m3.png
Drawn at 4 px/um. Cells faint in the background.
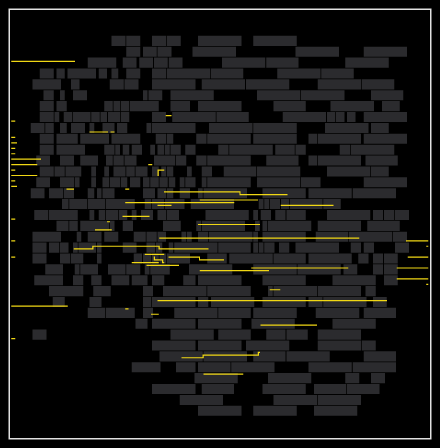
port_trees.png
Drawn at 4 px/um.
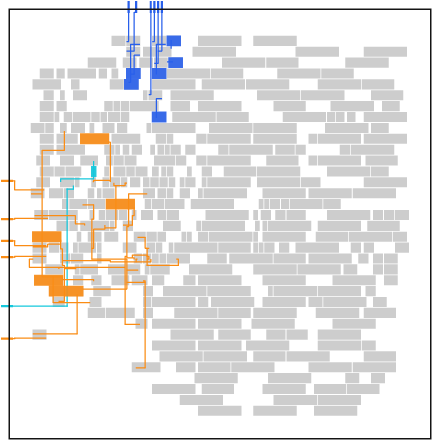
clock_nets.png
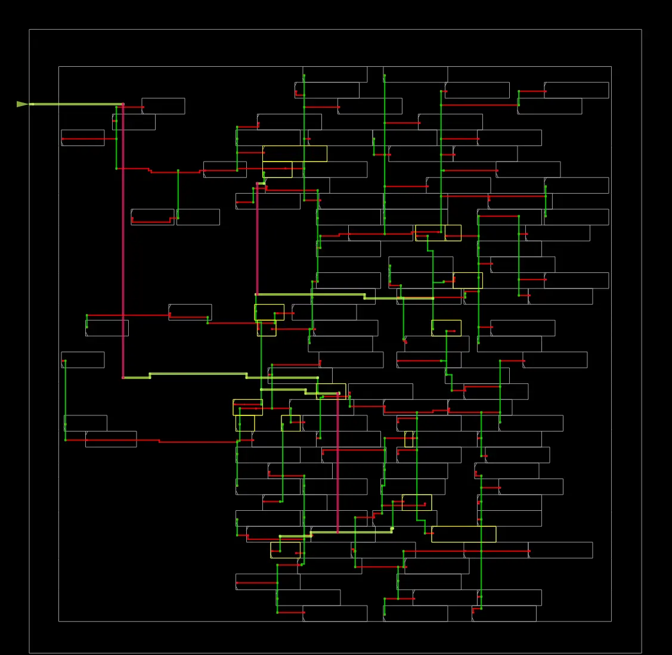
class_map.png
Drawn at 2 px/um.
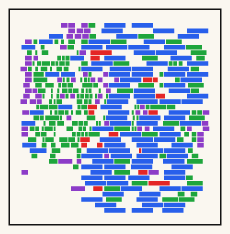
clock_wires.png
Drawn at 4 px/um.
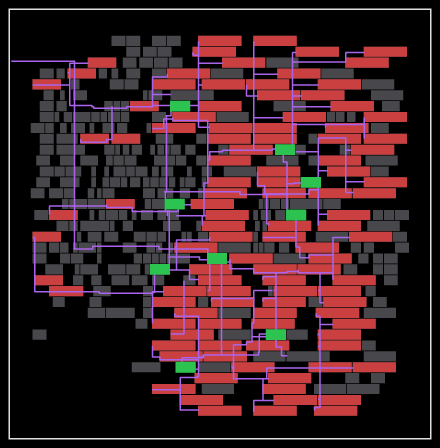
`src/rtl/free_list_ctrl_pkg.sv`:
```
// Shared types and sizing for the physical-register free list.
// Pure definitions, no logic or latency.
// No flow control; consumers import the types they need.
package free_list_ctrl_pkg;

  localparam int NUM_A_REGS    = 32;
  localparam int ROB_SIZE      = 16;
  localparam int NUM_P_REGS    = ROB_SIZE + NUM_A_REGS;
  localparam int MAX_FREE_REGS = ROB_SIZE;
  localparam int PRN_WIDTH     = $clog2(NUM_P_REGS);
  localparam int F_LIST_WDTH   = $clog2(MAX_FREE_REGS);

  typedef logic [PRN_WIDTH-1:0]   prn_t;
  typedef logic [F_LIST_WDTH-1:0] free_list_ptr;
  // One bit wider than the pointer so a completely full list (16) is representable.
  typedef logic [F_LIST_WDTH:0]   fl_count_t;

  typedef enum logic {
    FL_INIT = 1'b0,
    FL_RUN  = 1'b1
  } fl_state_t;

  // Architectural-mapped registers must never come back to the free list.
  function automatic logic is_arch_prn(prn_t prn);
    return prn < prn_t'(NUM_A_REGS);
  endfunction

endpackage

```
`src/rtl/fl_push_arb.sv`:
```
// Fixed-priority (squash over commit) arbiter for the single free-list push port.
// Latency: fully combinational, zero cycles.
// Backpressure: both readies drop when there is no space; commit also yields to a valid squash.
//
// Ports:
//   space              - push slot available this cycle (list not full, or a pop frees one)
//   squash_valid/prn   - squash-walk release request, highest priority
//   commit_valid/prn   - commit-time release request
//   squash_ready       - squash push accepted when valid
//   commit_ready       - commit push accepted when valid
//   push_fire/push_prn - the one push (if any) taking place this cycle
module fl_push_arb
  import free_list_ctrl_pkg::*;
(
  input  logic space,
  input  logic squash_valid,
  input  prn_t squash_prn,
  input  logic commit_valid,
  input  prn_t commit_prn,
  output logic squash_ready,
  output logic commit_ready,
  output logic push_fire,
  output prn_t push_prn
);

  assign squash_ready = space;
  assign commit_ready = space && !squash_valid;

  assign push_fire = (squash_valid && squash_ready) || (commit_valid && commit_ready);
  assign push_prn  = squash_valid ? squash_prn : commit_prn;

endmodule

```
`src/rtl/free_list_ctrl.sv`:
```
// Physical-register free list: LIFO init after reset, one rename pop and one release push per cycle.
// Latency: pop data combinational (zero cycles); count/push take effect at the next clock edge.
// Backpressure: alloc_gnt low when empty/recovering; release readies low when full with no pop.
//
// Ports:
//   clk, rst_n           - clock, synchronous active-low reset
//   alloc_req/gnt/prn    - rename allocation request, grant, granted prn (0 when not granted)
//   commit_free_*        - commit release of p_old (valid/ready handshake)
//   squash_free_*        - squash release of p_new (valid/ready handshake, wins over commit)
//   recover              - squash recovery in progress; blocks allocation only
//   free_count           - entries currently on the list (0..16)
//   init_done            - list initialised and running
//   err_bad_prn          - sticky: an architectural prn (< NUM_A_REGS) was pushed
module free_list_ctrl
  import free_list_ctrl_pkg::*;
(
  input  logic                 clk,
  input  logic                 rst_n,
  input  logic                 alloc_req,
  output logic                 alloc_gnt,
  output logic [PRN_WIDTH-1:0] alloc_prn,
  input  logic                 commit_free_valid,
  input  logic [PRN_WIDTH-1:0] commit_free_prn,
  output logic                 commit_free_ready,
  input  logic                 squash_free_valid,
  input  logic [PRN_WIDTH-1:0] squash_free_prn,
  output logic                 squash_free_ready,
  input  logic                 recover,
  output logic [F_LIST_WDTH:0] free_count,
  output logic                 init_done,
  output logic                 err_bad_prn
);

  fl_state_t    state;
  fl_state_t    state_nxt;
  fl_count_t    count;
  fl_count_t    count_nxt;
  free_list_ptr init_idx;
  prn_t         list [MAX_FREE_REGS];
  logic         err;

  logic         run;
  logic         pop_fire;
  logic         space;
  logic         push_fire;
  prn_t         push_prn;
  free_list_ptr top_idx;
  free_list_ptr wr_idx;

  // Handshakes are suppressed while reset is asserted so nothing is accepted
  // in a cycle whose state update the reset is about to discard.
  assign run = (state == FL_RUN) && rst_n;

  assign top_idx  = free_list_ptr'(count - fl_count_t'(1));
  assign pop_fire = run && alloc_req && !recover && (count != '0);

  assign alloc_gnt = pop_fire;
  assign alloc_prn = pop_fire ? list[top_idx] : '0;

  // A same-cycle pop vacates the top slot, so a full list can still take a push.
  assign space = run && ((count < fl_count_t'(MAX_FREE_REGS)) || pop_fire);

  // With a simultaneous pop the push overwrites the slot being popped;
  // otherwise it lands just above the current top.
  assign wr_idx = pop_fire ? top_idx : free_list_ptr'(count);

  fl_push_arb u_push_arb (
    .space        (space),
    .squash_valid (squash_free_valid),
    .squash_prn   (squash_free_prn),
    .commit_valid (commit_free_valid),
    .commit_prn   (commit_free_prn),
    .squash_ready (squash_free_ready),
    .commit_ready (commit_free_ready),
    .push_fire    (push_fire),
    .push_prn     (push_prn)
  );

  always_comb begin
    state_nxt = state;
    count_nxt = count;
    case (state)
      FL_INIT: begin
        count_nxt = fl_count_t'(init_idx) + fl_count_t'(1);
        if (init_idx == free_list_ptr'(MAX_FREE_REGS - 1)) begin
          state_nxt = FL_RUN;
        end
      end
      FL_RUN: begin
        count_nxt = count + fl_count_t'(push_fire) - fl_count_t'(pop_fire);
      end
    endcase
  end

  always_ff @(posedge clk) begin
    if (!rst_n) begin
      state    <= FL_INIT;
      count    <= '0;
      init_idx <= '0;
      err      <= 1'b0;
    end else begin
      state <= state_nxt;
      count <= count_nxt;
      if (state == FL_INIT) begin
        list[init_idx] <= prn_t'(NUM_A_REGS) + prn_t'(init_idx);
        init_idx       <= init_idx + free_list_ptr'(1);
      end
      if (push_fire) begin
        // Bad entries are still stored; the flag is only for visibility.
        list[wr_idx] <= push_prn;
        if (is_arch_prn(push_prn)) begin
          err <= 1'b1;
        end
      end
    end
  end

  assign free_count  = count;
  assign init_done   = (state == FL_RUN);
  assign err_bad_prn = err;

endmodule
```
`config.mk`:
```
export PLATFORM = sky130hd
export DESIGN_NAME = free_list_ctrl
export DESIGN_NICKNAME = d
export VERILOG_FILES = /design/src/rtl/free_list_ctrl_pkg.sv /design/src/rtl/fl_push_arb.sv /design/src/rtl/free_list_ctrl.sv
export SDC_FILE = /design/constraint.sdc
export NUM_CORES = 1
export LEC_CHECK = 0
export CAP_MARGIN = 15
export CORE_AREA = 5 5 100 102
export DETAILED_ROUTE_END_ITERATION = 16
export DIE_AREA = 0 0 105 107
export HOLD_SLACK_MARGIN = 0.12
export MAX_ROUTING_LAYER = met4
export PLACE_DENSITY = 0.75
export SYNTH_ARGS = -nofsm -noshare
export SYNTH_HDL_FRONTEND = slang
export SYNTH_SLANG_ARGS = --single-unit
```
`constraint.sdc`:
```
create_clock -name clk -period 3.5 [get_ports clk]
set_input_delay 0.7 -clock clk [delete_from_list [all_inputs] [get_ports clk]]
set_output_delay 0.7 -clock clk [all_outputs]
set_load 0.005 [all_outputs]
```
==> Changelog: implementation <==
## Implementation

* Outcome: completed
* Net count after synthesis at 342
* Critical Path RT at 2800 ps
* Syn Area/Cell at 15.8 um^2
* Synth Cell Area at 4920 um^2
* Total design power at 2.63 mW
* Tmin final at 3400 ps
* HP Class: flop to flop
* Site Rows at 35
* CTS tree: yes
* GRT Total Usage at 19.3%
* Worst-Margin Slew at 723 ps
* Full die area at 11200 um^2
* GP Congestion at 0.803
* Dpl cell area at 5530 um^2
* Final hold vios at 0
* Root Driver: clkbuf_8
* FP Core Util at 54.5%
* N_diodes at 0
* Vias in the first global route at 2976
* Setup Buffers After CTS at 0
* GR Overflow Total at 0
* Vias per cell at 5.85
* Power Dens Cells at 454 nW/um^2
* Fin area at 5790 um^2
* Period Utilization, post-route at 97.2%
* Peak Freq at 294 MHz
* EDFF count, synth at 96
* FFs w/ async S/R, synth at 0%
* Detail Route Antenna Nets at 0
* Final nets at 399
* WHS at 501 ps
* Startpoint types: flop
* Cell count after synthesis at 312
About m3.png:
share of all routed wire = 4.8%
longest straight run = 57.0 um
nets with wire on the layer = 43
DRT Wirelength: 10000 um
M3 GR Usage: 4.15%
via count: 2837

About port_trees.png:
cyan -> alloc_gnt  # bits 1, direction output, end cells 1, buffers 1, wire 59.1 um
orange -> free_count  # bits 5, direction output, end cells 5, buffers 7, wire 432 um
blue -> squash_free_prn  # bits 6, direction input, end cells 6, buffers 6, wire 114 um

About clock_nets.png:
CTS buffer count: 9
CTS Sinks: 107

About class_map.png:
purple -> remaining buffers and delay cells  # cells 62
blue -> sequential cells  # cells 107
green -> remaining logic cells  # cells 189
red -> clock drivers and dummy loads  # cells 16

About clock_wires.png:
green -> clock-net drivers  # count 9
red -> flip-flops  # count 107
purple -> clock wires  # length 1170 um
routed clock nets = 10
P_clk: 835 uW
final setup skew: 13.3 ps

[synth_stat cells (3+ instances only)]
library cell,n,area [um^2]
a211oi_1,13,97.6
a21boi_0,3,22.5
a21oi_1,9,45.0
and2_1,3,18.8
buf_2,5,25.0
buf_4,5,37.5
clkbuf_1,4,15.0
dfxtp_1,11,220
edfxtp_1,96,2880
ha_1,11,138
inv_1,9,33.8
mux2i_1,13,130
mux4_2,24,541
nand2_1,7,26.3
nand2b_1,3,18.8
nand3_1,5,25.0
nor2_1,23,86.3
nor2b_1,12,75.1
o211a_1,3,30.0
o21ai_0,6,30.0
or3_1,4,25.0
xnor2_1,9,78.8
xor2_1,3,26.3
[power by group]
part | leakage [nW] | switching [mW] | total [mW] | internal (mW)
Clock | 0.108 | 0.424 | 0.835 | 0.411
Sequential | 1.00 | 0.0127 | 1.42 | 1.41
Combinational | 0.913 | 0.198 | 0.375 | 0.177
[final timing paths]
check	from	end	slack (ps)	cells past startpoint
min	err_bad_prn$_SDFFE_PN0P_	err_bad_prn$_SDFFE_PN0P_	500	2
max	free_count[0]$_SDFF_PN0_	alloc_prn[4]	100	8
min reg2reg	err_bad_prn$_SDFFE_PN0P_	err_bad_prn$_SDFFE_PN0P_	500	2
max reg2reg	init_done$_SDFF_PN0_	free_count[4]$_SDFF_PN0_	550	13
[critical path, cell delays in order, from the launching register on]
cell and delay (ps):
dfxtp_4 420, inv_1 100, ha_1 330, buf_12 150
buf_8 180, mux4_2 340, mux2i_1 250, a211oi_1 110
clkdlybuf4s50_1 450
[logic make-up after synthesis]
| family | after synthesis | share of synthesized area (%) |
|---|---|---|
| flops | 107 | 63.1 |
| simple gates | 69 | 7.71 |
| compound gates | 49 | 7.38 |
| mux | 37 | 13.6 |
| buf+inv | 26 | 2.85 |
| xor+xnor | 12 | 2.14 |
| fa+ha+maj | 12 | 3.21 |
[sequential cells by signal, summed over array words and instances (netlist names)]
register / flops
free_count: 5
init_idx: 4
err_bad_prn: 1
init_done: 1
list: 96
[layout make-up]
class	instances	area [um^2]	share of cell area [%]
tap	111	139	2.40
clock buffer	10	128	2.20
timing repair buffer	62	581	10.0
sequential	107	3110	53.6
multi-input combinational	179	1710	29.5
clock inverter	6	93.8	1.62
inverter	10	40.0	0.691
[metrics by stage]
step           setup slack [ps]  instances
2_1_floorplan               566        312
3_3_place_gp                209        469
3_5_place_dp               72.6        469
4_1_cts                    4.31        485
5_1_grt                   -9.07        485
6_report                   99.7        485
[cell usage in the layout (no fill, tap or decap), types with 4 or more instances in the layout]
cell type,instances
a211oi_1,9
a211oi_2,4
a21oi_1,9
buf_4,26
clkbuf_8,9
clkdlybuf4s50_1,33
dfxtp_1,10
edfxtp_1,96
ha_1,11
inv_1,9
mux2i_1,13
mux4_2,24
nand2_1,7
nand3_1,5
nor2_1,23
nor2b_1,12
o21ai_0,6
or3_1,4
xnor2_1,8
[layer usage]
metal	track usage, %	part of all wire (%)	vias up	wire [um]
li1	-	-	1321	-
met1	23.6	42	1420	4210
met2	32.1	51	79	5110
met3	4.15	4.8	17	477
met4	6.76	2.3	0	233
met5	-	0	-	0
Power and IR drop assume default switching activity.
